### Zoomed window, run 1

Window x 82 to 132, y 126 to 176 um. Cells in grey, sequential cells in the stronger grey; small squares are vias.
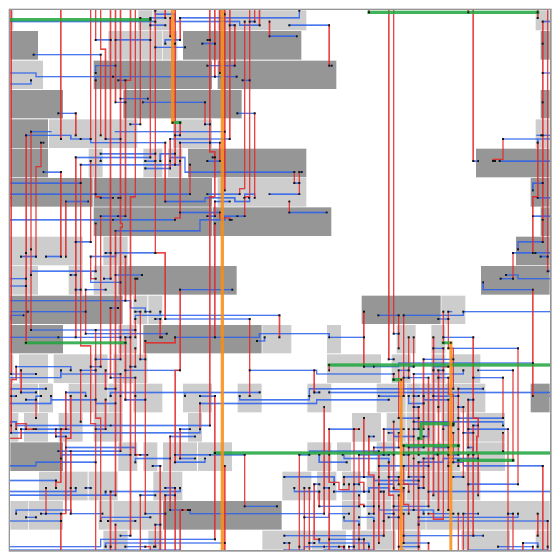
### Cell outlines without signal wires, run 1

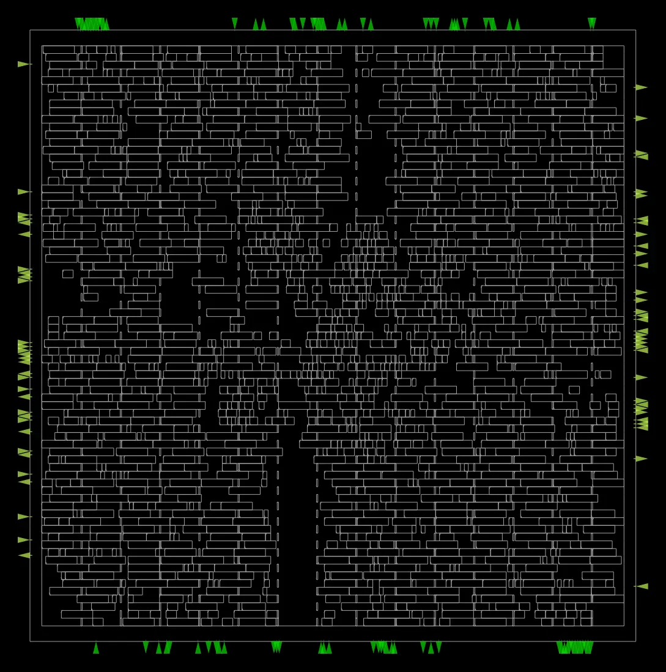
### Supply network, run 1

Drawn at 2 px/um. Pins as bars on the die edge.
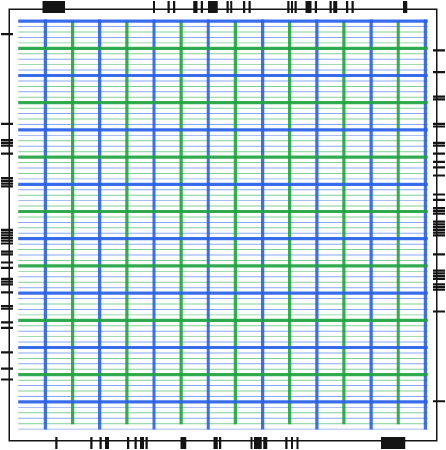
File: src/rtl/rdata_unpack_fifo4.sv
// Read-side unpacker: requests 64-bit words on credit, splits them into four lanes with per-lane FIFOs.
// Optional overflow checker enabled by defining UNPACK_OVF_CHK_EN.
module rdata_unpack_fifo4 #(
  parameter int DATA_W = 16,
  parameter int DEPTH  = 8,
  parameter int RD_LAT = 1
) (
  input  logic                    clk,
  input  logic                    reset,
  input  logic                    rd_avail,
  output logic                    rd_req,
  input  logic [4*DATA_W-1:0]     rdata,
  output logic [4*DATA_W-1:0]     ch_data,
  output logic [3:0]              ch_valid,
  input  logic [3:0]              ch_ready,
  output logic [$clog2(DEPTH):0]  lvl_min
`ifdef UNPACK_OVF_CHK_EN
  ,
  output logic                    ovf_err,
  output logic [7:0]              ovf_cnt
`endif
);

  localparam int LANES = 4;
  localparam int AW    = $clog2(DEPTH);
  localparam int PW    = AW + 1;

  logic [DATA_W-1:0] r_mem [LANES][DEPTH];
  logic [PW-1:0]     r_wr  [LANES];
  logic [PW-1:0]     r_rd  [LANES];

  logic [PW-1:0]     w_occ [LANES];
  logic [LANES-1:0]  w_empty;
  logic [LANES-1:0]  w_pop;
  logic [PW-1:0]     w_max_occ;
  logic [PW-1:0]     w_min_occ;
  logic [PW-1:0]     w_free_min;
  logic [PW-1:0]     w_inflight;
  logic              w_acc;
  logic              w_cap;
  logic              w_push;

  // Valid/ready: lane k transfers on a rising clk edge where ch_valid[k] & ch_ready[k];
  // the upstream read is accepted where rd_req & rd_avail, and rd_req never looks at rd_avail.
  assign rd_req = ~reset & (w_free_min > w_inflight);
  assign w_acc  = rd_req & rd_avail;

  generate
    if (RD_LAT == 0) begin : g_lat0
      assign w_cap      = w_acc;
      assign w_inflight = '0;
    end else begin : g_latn
      logic [RD_LAT-1:0] r_vld;

      always_ff @(posedge clk) begin
        if (reset) begin
          r_vld <= '0;
        end else begin
          r_vld[0] <= w_acc;
          for (int i = 1; i < RD_LAT; i++) begin
            r_vld[i] <= r_vld[i-1];
          end
        end
      end

      assign w_cap = r_vld[RD_LAT-1];

      always_comb begin
        w_inflight = '0;
        for (int i = 0; i < RD_LAT; i++) begin
          w_inflight = w_inflight + PW'(r_vld[i]);
        end
      end
    end
  endgenerate

  always_comb begin
    w_max_occ = '0;
    w_min_occ = PW'(DEPTH);
    for (int k = 0; k < LANES; k++) begin
      w_occ[k]   = r_wr[k] - r_rd[k];
      w_empty[k] = (r_wr[k] == r_rd[k]);
      w_pop[k]   = ~w_empty[k] & ch_ready[k];
      if (w_occ[k] > w_max_occ) w_max_occ = w_occ[k];
      if (w_occ[k] < w_min_occ) w_min_occ = w_occ[k];
    end
  end

  // Credit is taken against the fullest lane so every lane can absorb each returning word.
  assign w_free_min = PW'(DEPTH) - w_max_occ;

`ifdef UNPACK_OVF_CHK_EN
  logic [LANES-1:0] w_full;
  logic             w_drop;
  logic             r_ovf_err;
  logic [7:0]       r_ovf_cnt;

  always_comb begin
    for (int k = 0; k < LANES; k++) begin
      w_full[k] = (r_wr[k][AW] != r_rd[k][AW]) &&
                  (r_wr[k][AW-1:0] == r_rd[k][AW-1:0]);
    end
  end

  // A word that would overflow any lane is dropped everywhere so lanes stay aligned.
  assign w_drop = w_cap & (|(w_full & ~w_pop));
  assign w_push = w_cap & ~w_drop;

  always_ff @(posedge clk) begin
    if (reset) begin
      r_ovf_err <= 1'b0;
      r_ovf_cnt <= '0;
    end else if (w_drop) begin
      r_ovf_err <= 1'b1;
      if (r_ovf_cnt != 8'hFF) r_ovf_cnt <= r_ovf_cnt + 8'd1;
    end
  end

  assign ovf_err = r_ovf_err;
  assign ovf_cnt = r_ovf_cnt;
`else
  assign w_push = w_cap;
`endif

  always_ff @(posedge clk) begin
    if (reset) begin
      for (int k = 0; k < LANES; k++) begin
        r_wr[k] <= '0;
        r_rd[k] <= '0;
      end
    end else begin
      for (int k = 0; k < LANES; k++) begin
        if (w_push) begin
          r_mem[k][r_wr[k][AW-1:0]] <= rdata[k*DATA_W +: DATA_W];
          r_wr[k]                   <= r_wr[k] + PW'(1);
        end
        if (w_pop[k]) r_rd[k] <= r_rd[k] + PW'(1);
      end
    end
  end

  always_comb begin
    ch_data  = '0;
    ch_valid = '0;
    lvl_min  = '0;
    if (!reset) begin
      ch_valid = ~w_empty;
      lvl_min  = w_min_occ;
      for (int k = 0; k < LANES; k++) begin
        ch_data[k*DATA_W +: DATA_W] = r_mem[k][r_rd[k][AW-1:0]];
      end
    end
  end

endmodule

File: config.mk
export PLATFORM = sky130hd
export DESIGN_NAME = rdata_unpack_fifo4
export DESIGN_NICKNAME = d
export VERILOG_FILES = /design/src/rtl/rdata_unpack_fifo4.sv
export SDC_FILE = /design/constraint.sdc
export NUM_CORES = 1
export LEC_CHECK = 0
export CORE_AREA = 4 4 209 211
export CTS_BUF_LIST = sky130_fd_sc_hd__clkbuf_8
export CTS_CLUSTER_SIZE = 24
export DETAILED_ROUTE_END_ITERATION = 7
export DIE_AREA = 0 0 213 215
export PLACE_DENSITY_LB_ADDON = 0.2
export REMOVE_ABC_BUFFERS = 1
export SLEW_MARGIN = 20
export SYNTH_ARGS = -nofsm -noshare
export SYNTH_HDL_FRONTEND = slang
export SYNTH_SLANG_ARGS = --single-unit
File: constraint.sdc
create_clock -name clk -period 26.9 [get_ports clk]
set_input_delay 5.38 -clock clk [delete_from_list [all_inputs] [get_ports clk]]
set_output_delay 5.38 -clock clk [all_outputs]
set_load 0.01 [all_outputs]
==> results.txt, run 1 <==
The flow run is done. Looking at the clock tree report, the H-tree level count equals 3. Number of setup buffers added after CTS landed at 0. The worst setup path is launched from a flop. Total global routing track utilization landed at between 20% and 30%. STA classifies the critical path endpoint as an output pin. Cell internal power was estimated by the tool at 1.79 mW. Average wire per cell in the routed design landed at ~22 um. Count of instantiated cells in the yosys netlist landed at 1292.

Number of antenna repair diodes landed at 0. Portion of total power attributed to the clock network landed at between 20% and 30%. The final timing report derives a shortest allowable period of 15.60 ns.

Entering global routing, the biggest net connects ~53 pins. Met2 demand-to-capacity share in global routing landed at between 30% and 40%. Tally of nets with antenna violations remaining after routing landed at 0. Switching power share of the total landed at 34.3%.

Biggest fanout along the worst timing path landed at 19. The flow ran to the end, and the final reports show no timing, DRC or antenna violations. Including well taps, the total number of placed cells is 1954.

CTS saw 545 sinks. After detailed routing, the total wire length is 46500 um. The cell that appears most often on the critical path is sky130_fd_sc_hd__ha_1. The library cell used most frequently in the layout, excluding fill and tap cells, is sky130_fd_sc_hd__edfxtp_1. Portion of the post-synthesis area used by sequential elements landed at 72.0%. Summed over all layers, the global routing overflow is 0.

According to the timing report, the data required time at the worst endpoint equals 21.52 ns. Source-to-sink clock delay at the later pin of the worst-skew pair landed at approximately 0.63 ns. Layout cell share with drive strength beyond 1 landed at 20.1%. Once iteration 0 of detailed routing completed, the report listed roughly 840 DRC markers. Total power per unit cell area landed at 103 nW/um2.
Notes on 'Zoomed window' above:
met3 -> green
met2 -> red
met4 -> orange
met1 -> blue
most frequent = edfxtp_1 (15), nor2_1 (9), nand2_1 (8)
netlist names of flops here include = `r_mem` (11), `r_rd` (3)
cells with their middle in the window = 108
sequential cells in the window = 16

Notes on 'Cell outlines without signal wires' above:
Seq area share: 61.6%
Row Count: 75

Notes on 'Supply network' above:
VDD -> green
VSS -> blue
rows = 75
met1 rails = 76
VDD IR-drop max: 0.000146 V
Floorplan Core Area: 41800 um2
floorplan die width: 213 um

-- run 1: through the flow --
stage	setup WS [ns]	power, mW	utilization [%]	hold WS (ns)
2_1_floorplan	13.63	1.79	-	0.599
3_3_place_gp	12.33	2.06	59.8	0.618
3_5_place_dp	12.05	2.10	59.8	0.624
4_1_cts	11.32	2.74	63.6	0.643
5_1_grt	10.44	2.92	63.6	0.668
6_report	11.30	2.73	63.6	0.643
-- run 1: sequential cells by signal, indices dropped and copies added, names as in the netlist --
register and flops:
g_latn.r_vld 1, r_wr 16, r_rd 16, r_mem 512
-- run 1: synth_stat cells, types with 15 or more instances --
library cell,n,area (um2)
sky130_fd_sc_hd__a21oi_1,89,445
sky130_fd_sc_hd__clkbuf_1,45,169
sky130_fd_sc_hd__nand3_1,17,85.1
sky130_fd_sc_hd__nor3_1,19,95.1
sky130_fd_sc_hd__xor2_1,15,131
sky130_fd_sc_hd__edfxtp_1,544,16300
sky130_fd_sc_hd__ha_1,43,538
sky130_fd_sc_hd__inv_1,36,135
sky130_fd_sc_hd__nor2_1,63,236
sky130_fd_sc_hd__o21ai_0,15,75.1
sky130_fd_sc_hd__mux4_2,128,2880
sky130_fd_sc_hd__nand2_1,147,552
-- run 1: worst min-delay path: stages (launching register included) --
cell and delay, ns:
sky130_fd_sc_hd__edfxtp_1 0.38, sky130_fd_sc_hd__xor2_1 0.08, sky130_fd_sc_hd__nor2_1 0.07
-- run 1: power by group through the flow --
stage	Combinational [mW]	Sequential, mW	Clock, mW
detailed placement	1.07	1.02	0
finish	1.08	1.01	0.639
global placement	1.03	1.02	0
CTS	1.08	1.01	0.660
global route	1.20	1.01	0.706
floorplan	0.752	1.04	0
-- run 1: layout make-up --
class                   count  area, um2
fillers                  2922      15200
clock inverters            68        355
repair buffers            186       1750
well taps                 539        674
clock buffers              89       1220
inverters                  40        150
flip-flops and latches    545      16400
multi-input cells         644       6040
-- run 1: per-layer routing --
layer	up-vias	part of all wire (%)
li1	5490	-
met1	6102	42
met2	310	51
met3	59	5.2
met4	0	1.7
met5	-	0
-- run 1: path summary, 6_finish.rpt --
kind / from / to / slack [ns] / cells after the start
max: r_rd[0][2]$_SDFFCE_PN0P_ / rd_req / 11.30 / 32
min: r_wr[0][3]$_SDFFCE_PN0P_ / r_wr[0][3]$_SDFFCE_PN0P_ / 0.64 / 2
max reg2reg: r_rd[0][2]$_SDFFCE_PN0P_ / g_latn.r_vld$_SDFF_PP0_ / 17.76 / 31
min reg2reg: r_wr[0][3]$_SDFFCE_PN0P_ / r_wr[0][3]$_SDFFCE_PN0P_ / 0.64 / 2
-- run 1: cells by family after synthesis --
kind of cell | synth area share (%)
AND-OR/OR-AND | 3.33
XOR/XNOR | 1.12
adder cells (fa/ha/maj) | 2.72
buffers and inverters | 1.83
flip-flops | 72.0
multiplexers | 13.1
AND/OR/NAND/NOR | 5.87
--- run 2 (diff from run 1) ---
==> constraint.sdc (replaced) <==
create_clock -name clk -period 12.84 [get_ports clk]
set_input_delay 2.568 -clock clk [delete_from_list [all_inputs] [get_ports clk]]
set_output_delay 2.568 -clock clk [all_outputs]
set_load 0.01 [all_outputs]
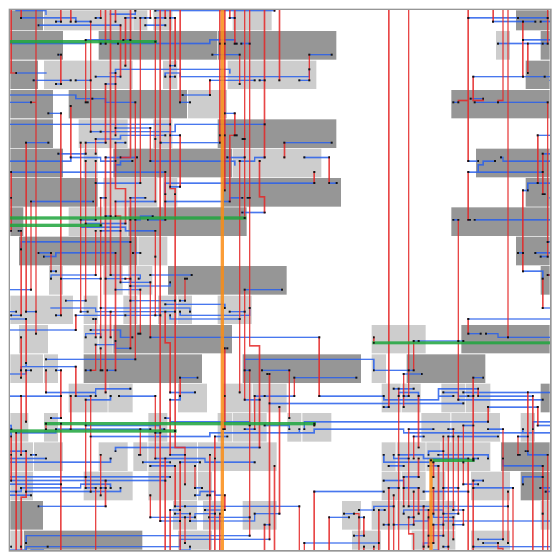
*Zoomed window, run 2*
Window x 82 to 132, y 126 to 176 um. Cells in grey, sequential cells in the stronger grey; small squares are vias.
met3 -> green
met2 -> red
met1 -> blue
met4 -> orange
netlist names of flops here include = `r_mem` (12), `r_rd` (4), `r_wr` (2)
sequential cells in the window = 19
cells with their middle in the window = 102
most frequent = edfxtp_1 (18), nor2_1 (10), buf_4 (7)

==> run 2 against run 1 <==
  * Global-route usage increased by 0.10 points
  * Via count grew 1.1%
  * Design area is 0.17% lower
  * Core utilization is 0.11 points lower
  * Critical path depth decreased by 1
==> results.txt, run 2 <==
The flow run is done. The number of levels in the clock H-tree is 3 (unchanged). Largest net degree at the start of global routing landed at 51 (was 53). The residual overflow from global routing is 0 (unchanged). Total global routing track utilization landed at 20.7% (was 20.6%). Post-detailed-routing wire length landed at 46500 um (about the same). The kind of start point of the critical path was a flop (unchanged). Floorplan row count landed at 75 (unchanged). The number of fill cells in the layout came to 2952 (was 2922). Leading cell types by total area after synthesis: sky130_fd_sc_hd__edfxtp_1 (72%), sky130_fd_sc_hd__mux4_2 (13%), sky130_fd_sc_hd__nand2_1 (2.4%) (unchanged). The count of instantiated cells in the yosys netlist came to 1292 (unchanged). Average wire per cell in the routed design landed at 22.0 um (about the same).

The wire length of the first global-routing pass is 72900 um (was 72600 um). The register cell area after layout came to 16400 um2 (unchanged). The root buffer cell is sky130_fd_sc_hd__clkbuf_8 (unchanged). The flip-flop count of the largest register after layout came to 512 (unchanged). The total number of clock tree sinks came to 545 (unchanged).

The layout cell share with drive strength beyond 1 was 20.3% (was 20.1%). Biggest fanout along the worst timing path landed at 19 (unchanged). Result of the run: finished, final reports clean (unchanged). Number of setup buffers added after CTS landed at 0 (unchanged). The category of the most critical setup path is flop to output pin (unchanged). Area share of the largest cell type after synthesis landed at 71.9% (unchanged). The source-to-sink clock delay at the later pin of the worst-skew pair came to 0.63 ns (about the same). The die boundary width came to 213 um (unchanged).

The element type at the critical path end is an output pin (unchanged). First-iteration detailed-routing DRC count landed at 954 (was 843). Post-layout utilization of the core landed at 63.5% (was 63.6%). Maximum resistive drop on vdd landed at 0.000293 V (was 0.000146 V). The most frequent logic cell in the layout is sky130_fd_sc_hd__edfxtp_1 (unchanged). Total instance count after detailed placement landed at 1958 (was 1954). Total power per unit cell area landed at 214 nW/um2 (was 103 nW/um2). Final total power landed at 5.66 mW (was 2.73 mW).

Combinational gate area landed at 6040 um2 (unchanged). The most numerous cell in the Yosys netlist is sky130_fd_sc_hd__edfxtp_1 (unchanged). The portion of the post-synthesis area used by sequential elements was 72.0% (unchanged). Met2 demand-to-capacity share in global routing landed at 33.7% (was 34.2%).

The top cell type by total area after synthesis is sky130_fd_sc_hd__edfxtp_1 (unchanged). Via count of the first global-routing pass landed at 12800 (was 13000). Unrepaired setup endpoints after global routing: no (unchanged). The area of the core region is 41800 um2 (unchanged). After layout, the minimum clock period comes to 12.05 ns.

Tally of nets with antenna violations remaining after routing landed at 0 (unchanged).
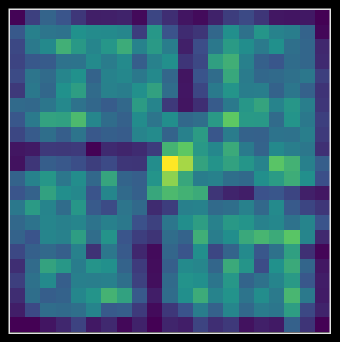
*Routed metal per tile, run 2*
Drawn at 1.5 px/um. The die is cut into 21 by 22 equal tiles; dark purple is low, yellow is high, scaled to the fullest tile. Values are wire area over tile area, all layers added.
nearly empty tiles = 1.9%
tiles over half the peak = 18%
fullest tile = 0.46
mean over tiles = 0.16
densest ninth of the die = centre

## run 2: cell counts after synthesis
No cell type changed its count.
## run 2: path summary, 6_finish.rpt
check / startpoint / endpoint / slack [ns] / cells past startpoint
min: r_wr[2][3]$_SDFFCE_PN0P_ / r_wr[2][3]$_SDFFCE_PN0P_ / 0.65 / 2
min reg2reg: r_wr[2][3]$_SDFFCE_PN0P_ / r_wr[2][3]$_SDFFCE_PN0P_ / 0.65 / 2
max reg2reg: r_rd[1][2]$_SDFFCE_PN0P_ / g_latn.r_vld$_SDFF_PP0_ / 4.44 / 30
max: r_rd[1][2]$_SDFFCE_PN0P_ / rd_req / 0.79 / 31
## run 2: worst max-delay path: cells and delay by family, from the launching register on
family | cells | cell delay (ns)
compound gates | 14 | 2.72
simple gates | 7 | 1.92
fa+ha+maj | 5 | 1.90
buf+inv | 3 | 1.41
xor+xnor | 1 | 0.36
flops | 1 | 0.31
mux | 1 | 0.24
## run 2: metal layers
metal | wire length [um] | up-vias
met5 | 0 | -
met4 | 797 | 0
met3 | 2590 | 55
met2 | 23400 | 360
met1 | 19600 | 6187
li1 | - | 5493
## run 2: cells by family (layout without fill, tap and decap cells)
logic type | count (synthesis) | count (layout) | share of synthesized area [%]
other | 0 | 1 | 0
flip-flops | 545 | 545 | 72.0
buffers and inverters | 103 | 380 | 1.83
AND/OR/NAND/NOR | 299 | 299 | 5.87
adder cells (fa/ha/maj) | 47 | 47 | 2.72
XOR/XNOR | 29 | 29 | 1.12
AND-OR/OR-AND | 132 | 132 | 3.33
multiplexers | 137 | 137 | 13.1
## run 2: stage by stage
| step | hold WS (ns) | setup WS (ns) |
|---|---|---|
| 3_3_place_gp | 0.621 | 1.73 |
| 6_report | 0.648 | 0.789 |
| 4_1_cts | 0.646 | 0.781 |
| 2_1_floorplan | 0.599 | 2.39 |
| 5_1_grt | 0.676 | 0.0930 |
| 3_5_place_dp | 0.629 | 1.52 |
## run 2: where the power goes
part,internal (mW),total [mW],switching [mW]
Clock,0.658,1.29,0.631
Combinational,1.01,2.27,1.26
Sequential,2.05,2.10,0.0552
Total,3.71,5.66,1.95
## run 2: cell type report
class / instances / share of cell area [%]
multi-input combinational: 644 / 22.8
sequential: 545 / 61.7
clock inverter: 61 / 1.04
timing repair buffer: 190 / 6.72
inverter: 40 / 0.566
tap: 539 / 2.54
clock buffer: 89 / 4.62
antenna: 1 / 0.00944
--- run 3 (diff from run 2) ---
--- a/config.mk
+++ b/config.mk
@@ -5,11 +5,13 @@
 export SDC_FILE = /design/constraint.sdc
 export NUM_CORES = 1
 export LEC_CHECK = 0
-export CORE_AREA = 4 4 209 211
+export CELL_PAD_IN_SITES_DETAIL_PLACEMENT = 0
+export CELL_PAD_IN_SITES_GLOBAL_PLACEMENT = 1
+export CORE_AREA = 4 4 213 215
 export CTS_BUF_LIST = sky130_fd_sc_hd__clkbuf_8
 export CTS_CLUSTER_SIZE = 24
 export DETAILED_ROUTE_END_ITERATION = 7
-export DIE_AREA = 0 0 213 215
+export DIE_AREA = 0 0 217 219
 export PLACE_DENSITY_LB_ADDON = 0.2
 export REMOVE_ABC_BUFFERS = 1
 export SLEW_MARGIN = 20
==> constraint.sdc (replaced) <==
create_clock -name clk -period 13.5 [get_ports clk]
set_input_delay 2.7 -clock clk [delete_from_list [all_inputs] [get_ports clk]]
set_output_delay 2.7 -clock clk [all_outputs]
set_load 0.01 [all_outputs]
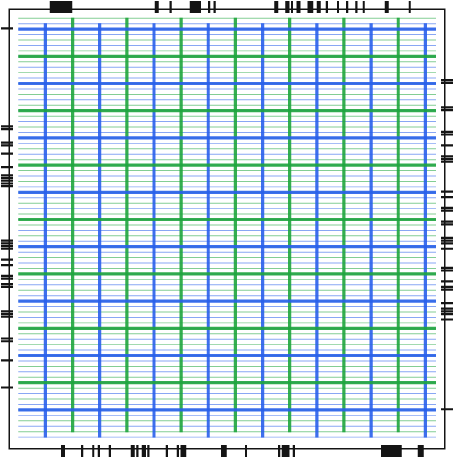
*Supply network, run 3*
Drawn at 2 px/um. Pins as bars on the die edge.
VSS -> blue
VDD -> green
rows = 77
met4 straps = 15
met5 straps = 15
signal pins = 144
VDD IR-drop max: 0.000214 V
floorplan die width: 217 um
DIE HEIGHT: 219 um

==> run 3 against run 2 <==
  * Clock power barely moved
  * Critical path depth fell by 1
  * Synthesized cell count did not move
  * Combinational power fell by 7%
  * Largest power group unchanged
  * Highest routed layer unchanged
==> results.txt, run 3 <==
The flow run is done. The number of fill cells in the layout is 3324 (was 2952). The family of cells with the greatest summed delay on the critical path is AND-OR/OR-AND gates (unchanged). The number of levels in the clock H-tree is 3 (unchanged).

Synth cell count leaders: sky130_fd_sc_hd__edfxtp_1 (544), sky130_fd_sc_hd__nand2_1 (147), sky130_fd_sc_hd__mux4_2 (128) (unchanged). The root buffer cell was sky130_fd_sc_hd__clkbuf_8 (unchanged). The flip-flop count of the largest register after layout was 512 (unchanged). The register-to-register setup slack was 4.87 ns (was 4.44 ns). The worst-case reg-to-reg path depth is 29 (was 30). Number of antenna repair diodes landed at 0 (was 1). The total number of clock tree sinks came to 545 (unchanged).

The most numerous cell in the Yosys netlist was sky130_fd_sc_hd__edfxtp_1 (unchanged). The post-layout utilization of the core was 60.9% (was 63.5%). The portion of the post-synthesis area used by sequential elements came to 72.0% (unchanged).

The setup TNS after final layout came to 0 ns (unchanged). Average wire per cell in the routed design landed at 21.4 um (was 22.0 um). Portion of netlist area occupied by mux cells landed at 13.1% (unchanged). The compound-cell area share of the yosys netlist is 3.33% (unchanged). Source-to-sink clock delay at the later pin of the worst-skew pair landed at 0.65 ns (was 0.63 ns). Final total power landed at 5.40 mW (was 5.66 mW). Post-detailed-routing wire length landed at 46100 um (was 46500 um).

The largest net degree at the start of global routing is 50 (was 51). Area fraction in and, or, nand and nor cells after synthesis landed at 5.87% (unchanged). Last weighted congestion value of the routability-driven placer landed at 0.792 (was 0.826). The most frequent logic cell in the layout was sky130_fd_sc_hd__edfxtp_1 (unchanged).

Layout cell share with drive strength beyond 1 landed at 20.3% (about the same). The final HPWL from detailed placement is 26900 um (was 27300 um). The floorplan row count was 77 (was 75).

The element type at the critical path end is an output pin (unchanged). Counting I/O delays and the setup requirement, the final critical path takes between 10 and 15 ns. Number of setup buffers added after CTS landed at 0 (unchanged). The buffer-and-inverter tally for the worst setup path was 2 (was 3). Unrepaired setup endpoints after global routing: no (unchanged). The register cell area after layout came to 16400 um2 (unchanged). The post-synthesis share of cell area spent on xor and xnor gates came to 1.12% (unchanged). Result of the run: finished, final reports clean (unchanged). Number of cells on the worst hold path landed at 2 (unchanged).

The clock input transition at the sequential cells of the worst setup and hold paths is 0.06 ns (about the same). Area of the core region landed at 43700 um2 (was 41800 um2). The worst hold slack was 0.644 ns (was 0.648 ns). Count of instantiated cells in the yosys netlist landed at 1292 (unchanged).

Combinational gate area landed at 6060 um2 (was 6040 um2). The category of the most critical setup path is flop to output pin (unchanged). The residual overflow from global routing is 0 (unchanged). The via count of the first global-routing pass is 12600 (was 12800). The biggest fanout along the worst timing path was 19 (unchanged).

Total global routing track utilization landed at 19.9% (was 20.7%). Data required time at the worst endpoint landed at 10.80 ns (was 10.27 ns). The kind of start point of the critical path is a flop (unchanged).
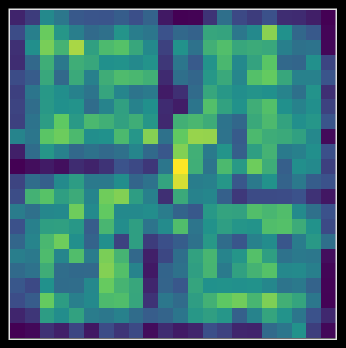
*Routed metal per tile, run 3*
Drawn at 1.5 px/um. The die is cut into 22 by 22 equal tiles; dark purple is low, yellow is high, scaled to the fullest tile. Values are wire area over tile area, all layers added.
mean over tiles = 0.15
tiles over half the peak = 37%
nearly empty tiles = 2.1%
densest ninth of the die = centre
fullest tile = 0.35

run 3: worst register-to-register path: cells and delay by family (launching register included):
| family | cells | cell delay, ns |
|---|---|---|
| adder cells (fa/ha/maj) | 5 | 1.81 |
| AND-OR/OR-AND | 14 | 2.62 |
| flip-flops | 1 | 0.91 |
| multiplexers | 1 | 0.25 |
| AND/OR/NAND/NOR | 7 | 1.91 |
| XOR/XNOR | 1 | 0.34 |
| buffers and inverters | 1 | 0.68 |
run 3: cell type report:
cell class                      count  area share [%]
Inverter                           40           0.578
Clock inverter                     61            1.22
Clock buffer                       91            4.70
Sequential cell                   545            61.4
Tap cell                          592            2.78
Timing Repair Buffer              187            6.60
Multi-Input combinational cell    644            22.7
run 3: stage by stage:
stage | instances | worst slack (ns)
floorplan | 1229 | 2.91
global placement | 2008 | 1.75
detailed placement | 2008 | 1.48
CTS | 2160 | 0.698
global route | 2160 | 0.186
finish | 2160 | 1.07
run 3: logic make-up (layout without fill, tap and decap cells):
kind of cell,Yosys count,in the layout
flip-flops,545,545
XOR/XNOR,29,29
AND-OR/OR-AND,132,132
multiplexers,137,137
adder cells (fa/ha/maj),47,47
buffers and inverters,103,379
AND/OR/NAND/NOR,299,299
run 3: final timing paths:
check,start,end
min reg2reg,r_wr[0][3]$_SDFFCE_PN0P_,r_wr[0][3]$_SDFFCE_PN0P_
min,r_wr[0][3]$_SDFFCE_PN0P_,r_wr[0][3]$_SDFFCE_PN0P_
max reg2reg,r_rd[1][2]$_SDFFCE_PN0P_,g_latn.r_vld$_SDFF_PP0_
max,r_rd[1][2]$_SDFFCE_PN0P_,rd_req
run 3: metal layers:
layer	vias up	wire [um]	global-route usage, %	part of all wire (%)
met3	51	2370	3.90	5.1
met1	6094	20100	27.6	44
li1	5481	-	-	-
met4	0	741	6.15	1.6
met5	-	0	0	0
met2	295	22900	32.5	50
run 3: what timing repair did:
item / 4_1_cts / 5_1_grt
endpoints found under the hold margin: 0 / 0
resized: 0 / 1
endpoints found under the setup margin: 0 / 1
run 3: power by group:
group | internal, mW | switching [mW]
Combinational | 0.953 | 1.16
Sequential | 1.95 | 0.0559
Clock | 0.677 | 0.603
Total | 3.58 | 1.82
No activity file was given, so power comes from the tool's default toggle rates.
